===== config.mk =====
export PLATFORM = sky130hd
export DESIGN_NAME = ser_tx
export DESIGN_NICKNAME = d
export VERILOG_FILES = /design/src/rtl/ser_tx_pkg.sv /design/src/rtl/tick_edge_det.sv /design/src/rtl/ser_tx.sv
export SDC_FILE = /design/constraint.sdc
export NUM_CORES = 1
export LEC_CHECK = 0
export CORE_AREA = 4 4 70 72
export DETAILED_ROUTE_END_ITERATION = 7
export DIE_AREA = 0 0 74 76
export GPL_ROUTABILITY_DRIVEN = 0
export SYNTH_ARGS = -nofsm -noshare
export SYNTH_HDL_FRONTEND = slang
export SYNTH_SLANG_ARGS = --single-unit

===== constraint.sdc =====
create_clock -name clk_in -period 4.5 [get_ports clk_in]
set_clock_uncertainty 0.2 [all_clocks]
set_input_delay 0.675 -clock clk_in [delete_from_list [all_inputs] [get_ports clk_in]]
set_output_delay 0.675 -clock clk_in [all_outputs]
set_load 0.01 [all_outputs]

===== src/rtl/ser_tx_pkg.sv =====
// Shared definitions for the serial transmitter: FSM state codes, idle line
// level and a helper that maps FSM state to the serial line level.
package ser_tx_pkg;

   typedef enum logic [2:0] {
      ST_IDLE  = 3'd0,
      ST_ARM   = 3'd1,
      ST_START = 3'd2,
      ST_DATA  = 3'd3,
      ST_STOP  = 3'd4
   } tx_state_e;

   localparam logic TX_IDLE_LVL = 1'b1;

   // Line level driven while in a given state; data_bit is used only in DATA.
   function automatic logic line_level(input tx_state_e st, input logic data_bit);
      logic lvl;
      case (st)
         ST_START: lvl = ~TX_IDLE_LVL;
         ST_DATA:  lvl = data_bit;
         default:  lvl = TX_IDLE_LVL;
      endcase
      return lvl;
   endfunction

endpackage


===== src/rtl/tick_edge_det.sv =====
// Rising-edge detector for a level already synchronous to clk_in. Produces a
// one-cycle pulse per rising edge. The history flop resets high so that an
// input already high when reset releases does not produce a spurious pulse.
module tick_edge_det (
   input  logic clk_in,
   input  logic rst_n,
   input  logic sig_in,
   output logic pulse
);

   logic sig_q;

   // Remember last cycle's level of the input.
   always_ff @(posedge clk_in or negedge rst_n) begin
      if (!rst_n) begin
         sig_q <= 1'b1;
      end else begin
         sig_q <= sig_in;
      end
   end

   assign pulse = sig_in & ~sig_q;

endmodule


===== src/rtl/ser_tx.sv =====
// UART-style serial transmitter. Words are accepted over valid/ready while
// idle, then shifted out LSB first framed by one start bit and STOP_BITS stop
// bits. Bit timing is derived from rising edges of div_clk (ticks); every
// state change except the accept happens on a tick, and tx_line is
// registered so it moves on the cycle after the tick that ends a bit.
module ser_tx
   import ser_tx_pkg::*;
#(
   parameter int DATA_W        = 8,
   parameter int TICKS_PER_BIT = 1,
   parameter int STOP_BITS     = 1
) (
   input  logic              clk_in,
   input  logic              rst_n,
   input  logic              div_clk,
   input  logic [DATA_W-1:0] tx_data,
   input  logic              tx_valid,
   output logic              tx_ready,
   output logic              tx_line,
   output logic              tx_busy
);

   // bit_cnt also counts stop bits, so it must hold DATA_W-1 and STOP_BITS-1.
   localparam int BIT_W = $clog2(DATA_W) + 1;
   localparam logic [7:0]       LAST_TICK = 8'(TICKS_PER_BIT - 1);
   localparam logic [BIT_W-1:0] LAST_BIT  = BIT_W'(DATA_W - 1);
   localparam logic [BIT_W-1:0] LAST_STOP = BIT_W'(STOP_BITS - 1);

   tx_state_e         state_q, state_d;
   logic [7:0]        tick_cnt_q, tick_cnt_d;
   logic [BIT_W-1:0]  bit_cnt_q, bit_cnt_d;
   logic [DATA_W-1:0] shift_q, shift_d;
   logic              line_q, line_d;
   logic              ready_q;
   logic              busy_q;
   logic              tick_s;
   logic              bit_end_s;

   tick_edge_det u_tick (
      .clk_in (clk_in),
      .rst_n  (rst_n),
      .sig_in (div_clk),
      .pulse  (tick_s)
   );

   // A bit period ends on the tick that completes TICKS_PER_BIT ticks.
   assign bit_end_s = tick_s & (tick_cnt_q == LAST_TICK);

   // Next-state logic: handshake, bit/tick counting and shifting.
   always_comb begin
      state_d    = state_q;
      tick_cnt_d = tick_cnt_q;
      bit_cnt_d  = bit_cnt_q;
      shift_d    = shift_q;
      case (state_q)
         ST_IDLE: begin
            if (tx_valid && ready_q) begin
               state_d = ST_ARM;
               shift_d = tx_data;
            end else begin
               state_d = ST_IDLE;
            end
         end
         ST_ARM: begin
            if (tick_s) begin
               state_d    = ST_START;
               tick_cnt_d = 8'd0;
               bit_cnt_d  = {BIT_W{1'b0}};
            end else begin
               state_d = ST_ARM;
            end
         end
         ST_START: begin
            if (bit_end_s) begin
               state_d    = ST_DATA;
               tick_cnt_d = 8'd0;
            end else if (tick_s) begin
               tick_cnt_d = tick_cnt_q + 8'd1;
            end else begin
               state_d = ST_START;
            end
         end
         ST_DATA: begin
            if (bit_end_s) begin
               tick_cnt_d = 8'd0;
               shift_d    = shift_q >> 1'd1;
               if (bit_cnt_q == LAST_BIT) begin
                  state_d   = ST_STOP;
                  bit_cnt_d = {BIT_W{1'b0}};
               end else begin
                  bit_cnt_d = bit_cnt_q + BIT_W'(1'b1);
               end
            end else if (tick_s) begin
               tick_cnt_d = tick_cnt_q + 8'd1;
            end else begin
               state_d = ST_DATA;
            end
         end
         ST_STOP: begin
            if (bit_end_s) begin
               tick_cnt_d = 8'd0;
               if (bit_cnt_q == LAST_STOP) begin
                  state_d   = ST_IDLE;
                  bit_cnt_d = {BIT_W{1'b0}};
               end else begin
                  bit_cnt_d = bit_cnt_q + BIT_W'(1'b1);
               end
            end else if (tick_s) begin
               tick_cnt_d = tick_cnt_q + 8'd1;
            end else begin
               state_d = ST_STOP;
            end
         end
         default: begin
            state_d    = ST_IDLE;
            tick_cnt_d = 8'd0;
            bit_cnt_d  = {BIT_W{1'b0}};
         end
      endcase
      line_d = line_level(state_d, shift_d[0]);
   end

   // State, datapath and registered outputs; reset forces the idle line at once.
   always_ff @(posedge clk_in or negedge rst_n) begin
      if (!rst_n) begin
         state_q    <= ST_IDLE;
         tick_cnt_q <= 8'd0;
         bit_cnt_q  <= {BIT_W{1'b0}};
         shift_q    <= {DATA_W{1'b0}};
         line_q     <= TX_IDLE_LVL;
         ready_q    <= 1'b1;
         busy_q     <= 1'b0;
      end else begin
         state_q    <= state_d;
         tick_cnt_q <= tick_cnt_d;
         bit_cnt_q  <= bit_cnt_d;
         shift_q    <= shift_d;
         line_q     <= line_d;
         ready_q    <= (state_d == ST_IDLE);
         busy_q     <= (state_d != ST_IDLE);
      end
   end

   assign tx_line  = line_q;
   assign tx_ready = ready_q;
   assign tx_busy  = busy_q;

endmodule


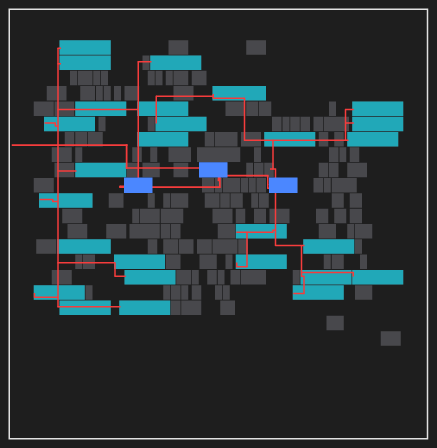
(routed clock nets over the placement)
- blue: clock drivers (count 3)
- red: clock wires (length 318 µm)
- cyan: flip-flops (count 27)
- routed clock nets: 4
clk pwr: 0.136 mW
Skew-Pair Late Insertion Delay: 270 ps
clock share of power: 21.1%

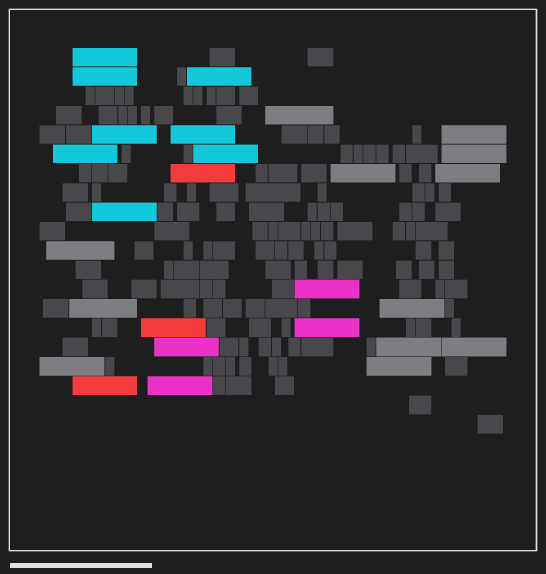
(sequential cells colored by netlist name)
The bar under the picture is 20 µm long. Other sequential cells in the stronger gray, the rest of the logic in the fainter gray.
- magenta: `bit_cnt_q` (sequential cells 4; where middle)
- red: `state_q` (sequential cells 3)
- cyan: `shift_q` (sequential cells 8; where top left)
- not colored: 12

==> notes.md <==
impl run done, here's what came out: Max VDD drop=218 µV, Worst Hold End=shift_q[4]$_DFFE_PN0P_, setup bufs post-CTS=0, RR Startpoint=tick_cnt_q[0]$_DFFE_PN0P_, Total Power=~0.64 mW, Commonest Layout Cell=dfrtp_1, Post-DP Area=between 1500 and 2000 µm², Post-synth EDFFs=0, Worst Path Max Fanout=7, Slew Limit Fails=0, setup TNS=0 ps, Hold Path Cell Cnt=2, grt ovf=0, Slew @ Worst Pin=a little over 600 ps, GR peak layer=met2, reg2reg end=bit_cnt_q[3]$_DFFE_PN0P_, max_cap viols=0, number of synthesis warnings=0, Tcrit/Tclk final=55.5%, diodes inserted=0, FFs w/ async S/R, synth=100%, Post-DRT Antenna Nets=0, routed len/inst=approximately 14 µm, vias=roughly 1200, hold buffers post-CTS=0, worst path buffer plus inverter count=1, clock tree buffer depth=2, start point of the critical path=tick_cnt_q[0]$_DFFE_PN0P_, Logic area=roughly 740 µm², PD cells=378 nW/µm², first-pass GRT wire length=around 5.3 mm, Pint=between 0.4 and 0.5 mW, RSZ-0062 raised after global routing=false, initial antenna violation count=0, met2 wire length=around 1.4 mm, synthesized cell area=roughly 1500 µm², ys flop type=dfrtp_1, Initial DRT Pass Iterations=4, CP Launch Type=flop, met1 GRT Util=approximately 16%, worst-path cell chain=inv_1, ha_1, or4b_1, o41ai_1, o211a_1, mux2i_1, o21ai_1, row count=24, Max Fclk=approximately 400 MHz, share of cells above drive strength 1=under 10%, OpenROAD warnings=28, DP HPWL=around 2.3 mm, Die Height=about 76 µm, Worst path top cell family by delay=AND-OR/OR-AND gates, largest stage delay on the critical path=between 600 and 700 ps, relative slew slack=between 50 and 60%, Hold Startpoint=shift_q[4]$_DFFE_PN0P_, Vias per Instance=around 5.3, die width=~74 µm, Register-to-Register Setup Slack=~2000 ps, # setup viols final=0, TritonCTS buffer count=3, H-tree levels=1, most frequent cells in the layout=dfrtp_1 (24), nand2_1 (23), clkdlybuf4s50_1 (14), outcome=complete, no violations, logic gate share of total power=a little under a quarter, hold crit path type=flop to flop, Pleak=0.729 nW, Synth Net Count=173, Sink Count=27, I/O Pins=15
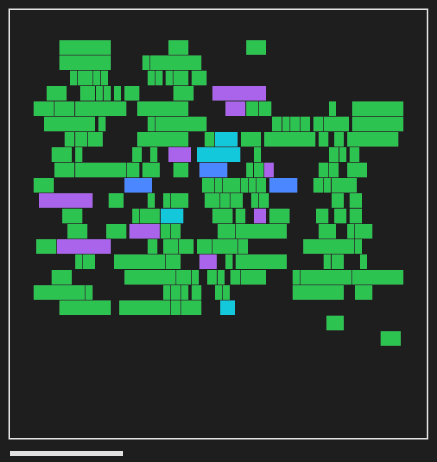
(sizing map)
The bar under the picture is 20 µm long.
- cyan: _3 and _4 cells (cells 4; share 2.4%)
- blue: _6 and larger (cells 3; share 1.8%)
- purple: _2 cells (cells 9; share 5.3%)
- green: _0 and _1 cells (cells 153; share 91%)
Layout area overhead: 15.7%
Non-clock buffers: 15
Worst Slack Setup Final: 2000 ps
cell area after layout: 1700 µm²

[logic make-up after synthesis]
logic type	count (synthesis)	share of synthesized area (%)
and+or+nand+nor	67	25.1
AOI/OAI and AO/OA	38	17.2
DFF	27	46.1
buffers and inverters	14	3.65
adders and majority gates	6	4.76
xor gates and xnor gates	4	2.38
muxes	1	0.680
[registers in the layout, summed over array words and instances, names as in the netlist]
register,flops
shift_q,8
tx_ready,1
state_q,3
bit_cnt_q,4
tx_line,1
tick_cnt_q,8
tx_busy,1
u_tick.sig_q,1
[synthesized netlist by cell type, drive strengths merged (3+ instances only)]
master / number / area share, %
nor2: 12 / 3.6
a22oi: 7 / 3.6
dfstp: 3 / 5.4
nand2: 23 / 5.9
dfrtp: 24 / 41
o21ai: 16 / 5.4
nand3: 6 / 2.0
xor2: 4 / 2.4
a21oi: 4 / 1.4
nand2b: 3 / 1.3
clkbuf: 6 / 1.5
ha: 4 / 3.4
nor3: 3 / 1.4
inv: 7 / 1.8
nand4: 3 / 1.3
[power by group through the flow]
stage / clock (mW) / combinational (mW) / sequential, mW
2_1_floorplan: 0 / 0.105 / 0.351
3_3_place_gp: 0 / 0.144 / 0.360
3_5_place_dp: 0 / 0.150 / 0.362
4_1_cts: 0.142 / 0.151 / 0.358
5_1_grt: 0.151 / 0.174 / 0.367
6_report: 0.136 / 0.149 / 0.359
[worst reg2reg max path, delay by kind of cell, from the launching register on]
family	cells	cell delay (ps)
compound gates	3	710
fa+ha+maj	1	140
buf+inv	1	100
flops	1	430
mux	1	200
simple gates	1	610
[layout make-up]
cell class	instances	share of cell area, %
Multi-Input combinational cell	116	43.4
Clock inverter	1	0.294
Sequential cell	27	39.9
Inverter	7	1.54
Clock buffer	3	2.42
Timing Repair Buffer	15	8.66
Tap cell	52	3.82
Power and IR drop assume default switching activity.
